`config.mk`:
```
export PLATFORM = sky130hd
export DESIGN_NAME = seq_detector_param
export DESIGN_NICKNAME = d
export VERILOG_FILES = /design/src/rtl/seq_detector_param.sv
export SDC_FILE = /design/constraint.sdc
export NUM_CORES = 1
export LEC_CHECK = 0
export CAP_MARGIN = 20
export CORE_MARGIN = 5
export CORE_UTILIZATION = 33
export DETAILED_ROUTE_END_ITERATION = 10
export GPL_TIMING_DRIVEN = 0
export REMOVE_ABC_BUFFERS = 1
export SETUP_SLACK_MARGIN = 0.02
export SLEW_MARGIN = 40
export SYNTH_ARGS = -nofsm -noshare
export SYNTH_HDL_FRONTEND = slang
export SYNTH_SLANG_ARGS = --single-unit
```
`constraint.sdc`:
```
create_clock -name clk -period 2.61 [get_ports clk]
set_clock_uncertainty 0.05 [all_clocks]
set_input_delay 0.783 -clock clk [delete_from_list [all_inputs] [get_ports clk]]
set_output_delay 0.783 -clock clk [all_outputs]
set_load 0.05 [all_outputs]
```
`src/rtl/seq_detector_param.sv`:
```
// seq_detector_param
//   Serial pattern detector. Watches a qualified bit stream and raises a
//   registered one-cycle detect pulse each time the last N accepted bits
//   equal the current pattern. The pattern resets to PATTERN and can be
//   reloaded at runtime. Overlapping matches are optional. Detections are
//   counted in a saturating counter.
//
// Parameters
//   N        pattern length, 2..32
//   PATTERN  reset-time pattern; PATTERN[N-1] is the oldest bit
//   OVERLAP  1: matches may share bits, 0: search restarts after a match
//   CNT_W    width of match_count
//
// Ports
//   clk          rising-edge clock
//   rst          asynchronous active-high reset
//   en           accept input_bit on this edge
//   input_bit    serial data
//   load         capture pattern_in and restart the search (wins over en)
//   pattern_in   new pattern, MSB first
//   count_clr    synchronous clear of match_count (wins over an increment)
//   detect       registered match pulse
//   match_count  saturating detection count
module seq_detector_param #(
    parameter int            N       = 4,
    parameter logic [N-1:0]  PATTERN = 4'b1101,
    parameter bit            OVERLAP = 1'b1,
    parameter int            CNT_W   = 8
) (
    input  logic             clk,
    input  logic             rst,
    input  logic             en,
    input  logic             input_bit,
    input  logic             load,
    input  logic [N-1:0]     pattern_in,
    input  logic             count_clr,
    output logic             detect,
    output logic [CNT_W-1:0] match_count
);

    if (N < 2 || N > 32) begin : g_bad_n
        $fatal(1, "seq_detector_param: N must be in 2..32");
    end
    if (CNT_W < 1) begin : g_bad_cnt
        $fatal(1, "seq_detector_param: CNT_W must be at least 1");
    end

    localparam int             FW   = $clog2(N + 1);
    localparam logic [FW-1:0]  FULL = FW'(N);

    logic [N-1:0]  pat_r;
    logic [N-1:0]  hist;
    logic [FW-1:0] fill;

    logic [N-1:0]  hist_next;
    logic [FW-1:0] fill_next;
    logic          match;

    // fill saturates at N: once the window is full it stays full.
    assign hist_next = {hist[N-2:0], input_bit};
    assign fill_next = (fill == FULL) ? fill : fill + 1'b1;
    assign match     = en && !load && (fill_next == FULL) && (hist_next == pat_r);

    always_ff @(posedge clk or posedge rst) begin
        if (rst) begin
            pat_r       <= PATTERN;
            hist        <= '0;
            fill        <= '0;
            detect      <= 1'b0;
            match_count <= '0;
        end else begin
            detect <= match;

            if (load) begin
                pat_r <= pattern_in;
                hist  <= '0;
                fill  <= '0;
            end else if (en) begin
                hist <= hist_next;
                // Without overlap the next match must be built from N fresh bits.
                if (match && !OVERLAP)
                    fill <= '0;
                else
                    fill <= fill_next;
            end

            if (count_clr)
                match_count <= '0;
            else if (match && !(&match_count))
                match_count <= match_count + 1'b1;
        end
    end

endmodule

```
==> changes_impl.md, run 1 <==
### Metrics

* Final Max Slew Viols at 0
* GR Util met2 at 19.16%
* Top power group: registers
* Bufs w/o clock at 18
* Flop share of the area at 38.80%
* Simple Share, Synth at 20.97%
* Worst Hold Class: reg2reg
* Die height at 65.11 microns
* Unique cell types at 32
* CP max stage cell: clkdlybuf4s50_1
* Met3 Usage GRT at 1.197%
* Final WS setup at 0.1228 ns
* Combinational logic power at 68.9 uW
* P_sw at 138.7 uW
* # diodes at 0
* Slowest Stage Delay on Critical Path at 0.86 ns
* Cell taking the most area after synthesis: dfrtp_1
* Top-count cell post-synth: dfrtp_1
* CP top delay family: buffers and inverters
* Leak at 0.5331 nW
* CP Launch Point: match_count[2]
* Worst Setup EP: match_count[2]
* Biggest registers after layout: match_count: 8 flops, pat_r: 4 flops
* RePlAce Congestion at 0.7215
* Pwr Total at 539.4 uW
* NumNets Final at 124
* Routed wire per std cell at 13.81 microns
* Hpwl dp at 1462 microns
* Die Size at 4239 sq um
* M1 GR Usage at 10.69%
* Overall Global Routing Usage at 10.07%
* Outcome: completed
* Worst Hold Endpoint: match_count[6]
* M1 WL at 852 microns
* Most numerous logic cell after layout: clkdlybuf4s50_1
==> run_1/clocks.png <==
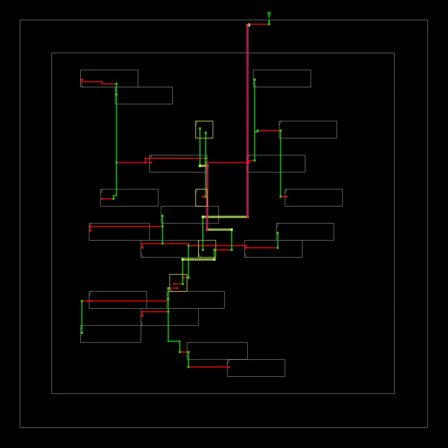
Flops: 19
Clock Latency Late Sink: 0.30 ns
clk sink count: 19
Clk power: 152 uW

==> run_1/logic_types.png <==
Scale: 8 px per micron.
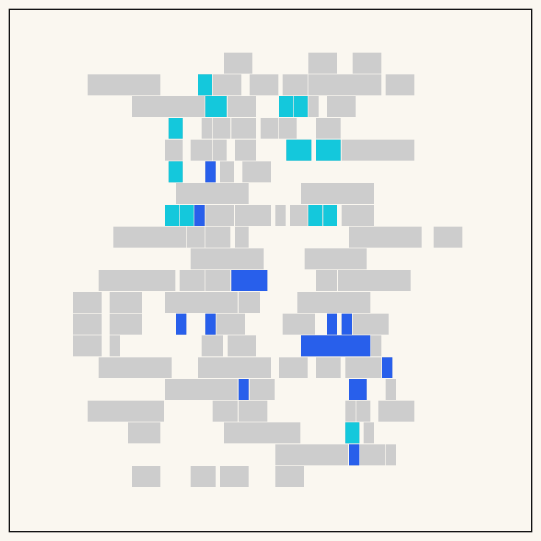
- cyan: inverting AOI/OAI gates (cells 13; most used a21oi_1; where top centre)
- blue: NOR gates (cells 12; most used nor2_1)
fin cells: 143
Comb/total area: 39.62%

==> run_1/cell_density.png <==
Scale: 4 px per micron. The die is cut into 7 by 7 equal tiles; dark purple is low, yellow is high, 0 to 100% covered.
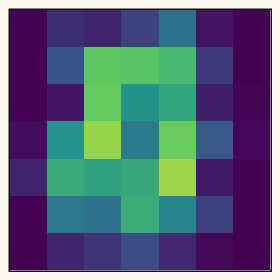
- mean over tiles: 28%
- tiles over 75% full: 8.2%
- fullest tile: 85%
- emptiest ninth of the die: lower right
Core Region: 2978 sq um
final core occ: 41.47%
Initial Util: 33.66%

==> run_1/io_fan.png <==
Scale: 6 px per micron.
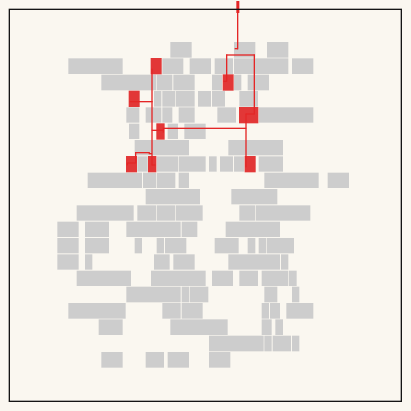
- red: count_clr (bits 1; direction input; end cells 8; wire 79.1 microns)
Port Buffers: 18
io pins: 19

==> run 1 -> run 2 <==
Settings changed: SETUP_SLACK_MARGIN 0.02 to 0.4.
==> run_2/flops_by_reg.png <==
Scale: 6 px per micron. Other sequential cells in the stronger grey, the rest of the logic in the fainter grey.
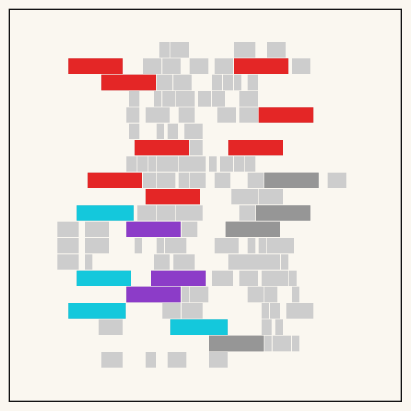
- cyan: pat_r (placed flops 4; where lower left)
- purple: hist (placed flops 3)
- red: match_count (placed flops 8)
- not coloured: 4
sequential cell area: 479.2 sq um
final core occ: 41.93%
P_seq: 318 uW

==> run_2/clocks.png <==
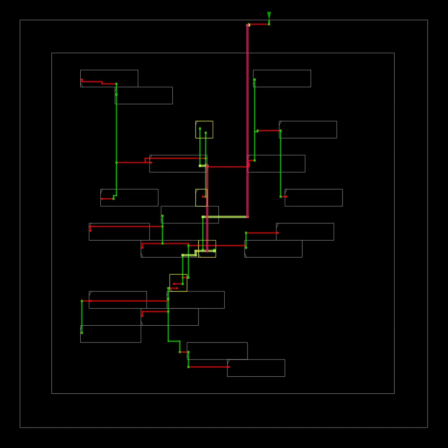
clock buf count: 3
Clk power: 153 uW
CTS Buf Count: 3

==> run 2 against run 1 <==
Sequential cell count is the same; cell area grew 1.1%; die size unchanged; non-clock buffer count is 4 higher; utilization grew 0.46 points; clock-buffer cell count did not move; sequential power about the same; critical path depth stayed put; synthesized cell count is the same; power increased by 0.40%; critical endpoint is now match_count[0].
==> changes_impl.md, run 2 <==
### Metrics

* Remaining DRCs at 0 (unchanged)
* Clock power frac at 28.3% (about the same)
* NumNets Final at 129 (was 124)
* Ys flop type: dfrtp_1 (unchanged)
* Comb/total area at 39.58% (was 39.62%)
* CP top delay family: buffers and inverters (unchanged)
* Flops at 19 (unchanged)
* Mapped Cells at 92 (unchanged)
* Mux frac, synth at 9.613% (unchanged)
* Critical-path maximum fanout at 5 (was 9)
* Worst Hold Class: reg2reg (unchanged)
* Final Max Slew Viols at 0 (unchanged)
* Port Buffers at 18 (unchanged)
* Slowest Stage Delay on Critical Path at 0.56 ns (was 0.86 ns)
* Post-CTS sizing at 12 (was 1)
* Fin cells at 148 (was 143)
* Max IR drop VDD at 0.1792 mV (was 0.1804 mV)
* M1 WL at 920 microns (was 852 microns)
* Outcome: completed (unchanged)
* M1 GR Usage at 11.77% (was 10.69%)
* Fillcell total at 293 (was 291)
* CP Buf/Inv Count at 1 (unchanged)
* Slew @ Worst Pin at 0.6745 ns (was 0.6837 ns)
* Non-Clock Inverter Count at 5 (unchanged)
* Worst path required time at 1.78 ns (about the same)
* Most numerous logic cell after layout: dfrtp_1 (was clkdlybuf4s50_1)
* Worst Hold Endpoint: match_count[6] (unchanged)
* Flop share of the area at 38.38% (was 38.80%)
* Io pins at 19 (unchanged)
* Pwr dens at 433.7 nW/um^2 (was 436.8 nW/um^2)
* Cell taking the most area after synthesis: dfrtp_1 (unchanged)
* Reg2Reg Launch Point: fill[0] (unchanged)
* Clk pin slew, worst setup/hold paths at 0.11 ns (about the same)
* Top-count cell post-synth: dfrtp_1 (unchanged)
* Sw Ratio at 25.89% (was 25.72%)
* Post-route setup TNS at 0 ns (unchanged)
* WL met2 at 1137 microns (was 1046 microns)
* Row cnt at 20 (unchanged)
* Clock Latency Late Sink at 0.30 ns (about the same)
* Initial DRC Count at 22 (was 17)
* Overall Global Routing Usage at 10.86% (was 10.07%)
* Combinational logic power at 70.3 uW (was 68.9 uW)
* Final WL at 2134 microns (was 1975 microns)
* Initial Util at 33.66% (unchanged)
* Number of well taps at 33 (unchanged)
* Setup bufs post-CTS at 4 (was 0)
* Met3 Usage GRT at 1.197% (unchanged)
* Clk sink count at 19 (unchanged)
* Biggest registers after layout: match_count: 8 flops, pat_r: 4 flops (unchanged)
* Worst Setup EP: match_count[0] (was match_count[2])
* P_sw at 140.2 uW (was 138.7 uW)
* Bufs w/o clock at 22 (was 18)
* Core Region at 2978 sq um (unchanged)
* CP max stage cell: dlygate4sd2_1 (was clkdlybuf4s50_1)
* Unique cell types at 32 (unchanged)
* # diodes at 0 (unchanged)
* Routed wire per std cell at 14.42 microns (was 13.81 microns)
* Final WS setup at 0.4645 ns (was 0.1228 ns)
* Top power group: registers (unchanged)
* Tool warnings at 26 (unchanged)
* Fin area at 1249 sq um (was 1235 sq um)
* Routed via count at 762 (was 730)
* Number of max-cap violations at 0 (unchanged)
* Logic family by area: simple AND/OR/NAND/NOR gates (unchanged)
* Leak at 0.5858 nW (was 0.5331 nW)
* Die Size at 4239 sq um (unchanged)
* GR Util met2 at 20.69% (was 19.16%)
* Avg Synthesized Cell Area at 10.89 sq um (unchanged)
* CP Launch Point: match_count[0] (was match_count[2])
* Worst Hold Launch: match_count[6] (unchanged)
* Pwr Total at 541.6 uW (was 539.4 uW)
* Simple Share, Synth at 20.97% (unchanged)
* Die height at 65.11 microns (unchanged)
* Max reg flops at 8 (unchanged)
* RePlAce Congestion at 0.7215 (unchanged)
* Top post-synthesis cells by count: dfrtp_1, nor2_1, a21oi_1 (unchanged)
* Hpwl dp at 1462 microns (unchanged)
* Maximum clock insertion buffer count at 2 (unchanged)
* Vias/cell at 5.149 (was 5.105)
* Post-Syn Area at 1002 sq um (unchanged)
==> run 2 -> run 3 <==
Clock period 2.61 ns to 2 ns, I/O delays scaled along.
==> run_3/flops_by_reg.png <==
Scale: 6 px per micron. Other sequential cells in the stronger grey, the rest of the logic in the fainter grey.
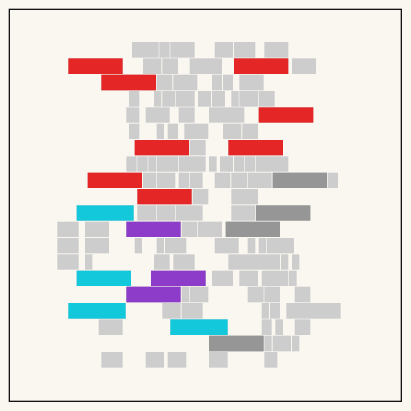
- red: match_count (placed flops 8)
- cyan: pat_r (placed flops 4; where lower left)
- purple: hist (placed flops 3)
- not coloured: 4
P_seq: 416 uW
flop share of the area: 34.72%
final core occ: 46.34%

==> run_3/io_fan.png <==
Scale: 6 px per micron.
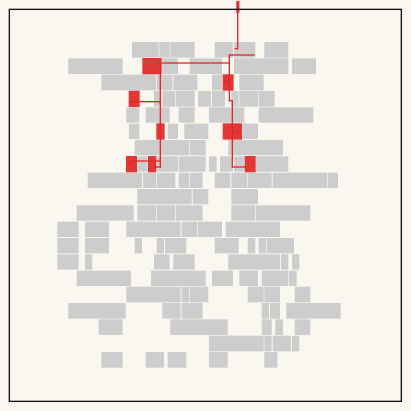
- red: count_clr (bits 1; direction input; end cells 8; wire 76.7 microns)

==> run 3 against run 2 <==
Cell area grew 11%; sequential power rose by 31%; register-to-register slack got worse by 0.53 ns; synthesized area unchanged; sequential share of layout area shrank 3.7 points; synthesized cell count is the same; die size did not move; combinational power is 58% higher; sequential cell count did not move; critical path type is now reg2reg; highest routed layer unchanged.
==> changes_impl.md, run 3 <==
### Metrics

* Outcome: completed (unchanged)
* P_sw at 187.1 uW (was 140.2 uW)
* Number of well taps at 33 (unchanged)
* RePlAce Congestion at 0.7215 (unchanged)
* Max IR drop VDD at 0.2339 mV (was 0.1792 mV)
* Clk pin slew, worst setup/hold paths at 0.11 ns (about the same)
* Final Max Slew Viols at 0 (unchanged)
* Clk power at 198 uW (was 153 uW)
* Clk sink count at 19 (unchanged)
* Critical-path maximum fanout at 4 (was 5)
* Hpwl dp at 1462 microns (unchanged)
* Flops at 19 (unchanged)
* Worst Setup EP: match_count[6] (was match_count[0])
* Core Region at 2978 sq um (unchanged)
* Mux frac, synth at 9.613% (unchanged)
* WL met2 at 1229 microns (was 1137 microns)
* Slowest Stage Delay on Critical Path at 0.43 ns (was 0.56 ns)
* Mapped Cells at 92 (unchanged)
* Worst Hold Endpoint: hist[2] (was match_count[6])
* CP Buf/Inv Count at 2 (was 1)
* # diodes at 0 (unchanged)
* M1 GR Usage at 12.74% (was 11.77%)
* Sequential cell area at 479.2 sq um (unchanged)
* Comb/total area at 38.17% (was 39.58%)
* Bufs w/o clock at 31 (was 22)
* Maximum clock insertion buffer count at 2 (unchanged)
* Final WS setup at 0.01401 ns (was 0.4645 ns)
* Leak at 0.6229 nW (was 0.5858 nW)
* Sw Ratio at 25.82% (was 25.89%)
* Port Buffers at 18 (unchanged)
* Overall Global Routing Usage at 11.74% (was 10.86%)
* Cell taking the most area after synthesis: dfrtp_1 (unchanged)
* Vias/cell at 5.140 (was 5.149)
* CP top delay family: simple AND/OR/NAND/NOR gates (was buffers and inverters)
* CTS Buf Count at 3 (unchanged)
* M1 WL at 974 microns (was 920 microns)
* Number of max-cap violations at 0 (unchanged)
* Fin area at 1380 sq um (was 1249 sq um)
* Io pins at 19 (unchanged)
* Slew @ Worst Pin at 0.6847 ns (was 0.6745 ns)
* Combinational logic power at 111 uW (was 70.3 uW)
* Setup bufs post-CTS at 10 (was 4)
* Routed wire per std cell at 14.65 microns (was 14.42 microns)
* Reg2Reg Launch Point: fill[0] (unchanged)
* NumNets Final at 138 (was 129)
* Worst Hold Launch: hist[2] (was match_count[6])
* Fillcell total at 279 (was 293)
* CP Launch Point: fill[0] (was match_count[0])
* Tool warnings at 28 (was 26)
* Pwr Total at 724.7 uW (was 541.6 uW)
* Top-count cell post-synth: dfrtp_1 (unchanged)
* Top post-synthesis cells by count: dfrtp_1, nor2_1, a21oi_1 (unchanged)
* Unique cell types at 32 (unchanged)
* Final WL at 2300 microns (was 2134 microns)
* Initial Util at 33.66% (unchanged)
* Post-Syn Area at 1002 sq um (unchanged)
* Remaining DRCs at 0 (unchanged)
* Non-Clock Inverter Count at 5 (unchanged)
* Most numerous logic cell after layout: dfrtp_1 (unchanged)
* Post-CTS sizing at 74 (was 12)
* Clock power frac at 27.3% (was 28.3%)
* Pwr dens at 525.1 nW/um^2 (was 433.7 nW/um^2)
* Ys flop type: dfrtp_1 (unchanged)
* Die height at 65.11 microns (unchanged)
* GR Util met2 at 22.48% (was 20.69%)
* Simple Share, Synth at 20.97% (unchanged)
* Post-route setup TNS at 0 ns (unchanged)
* CP max stage cell: dfrtp_1 (was dlygate4sd2_1)
* Max reg flops at 8 (unchanged)
* Area of the multi-input gates at 526.8 sq um (was 494.2 sq um)
No activity file was given, so power comes from the tool's default toggle rates.
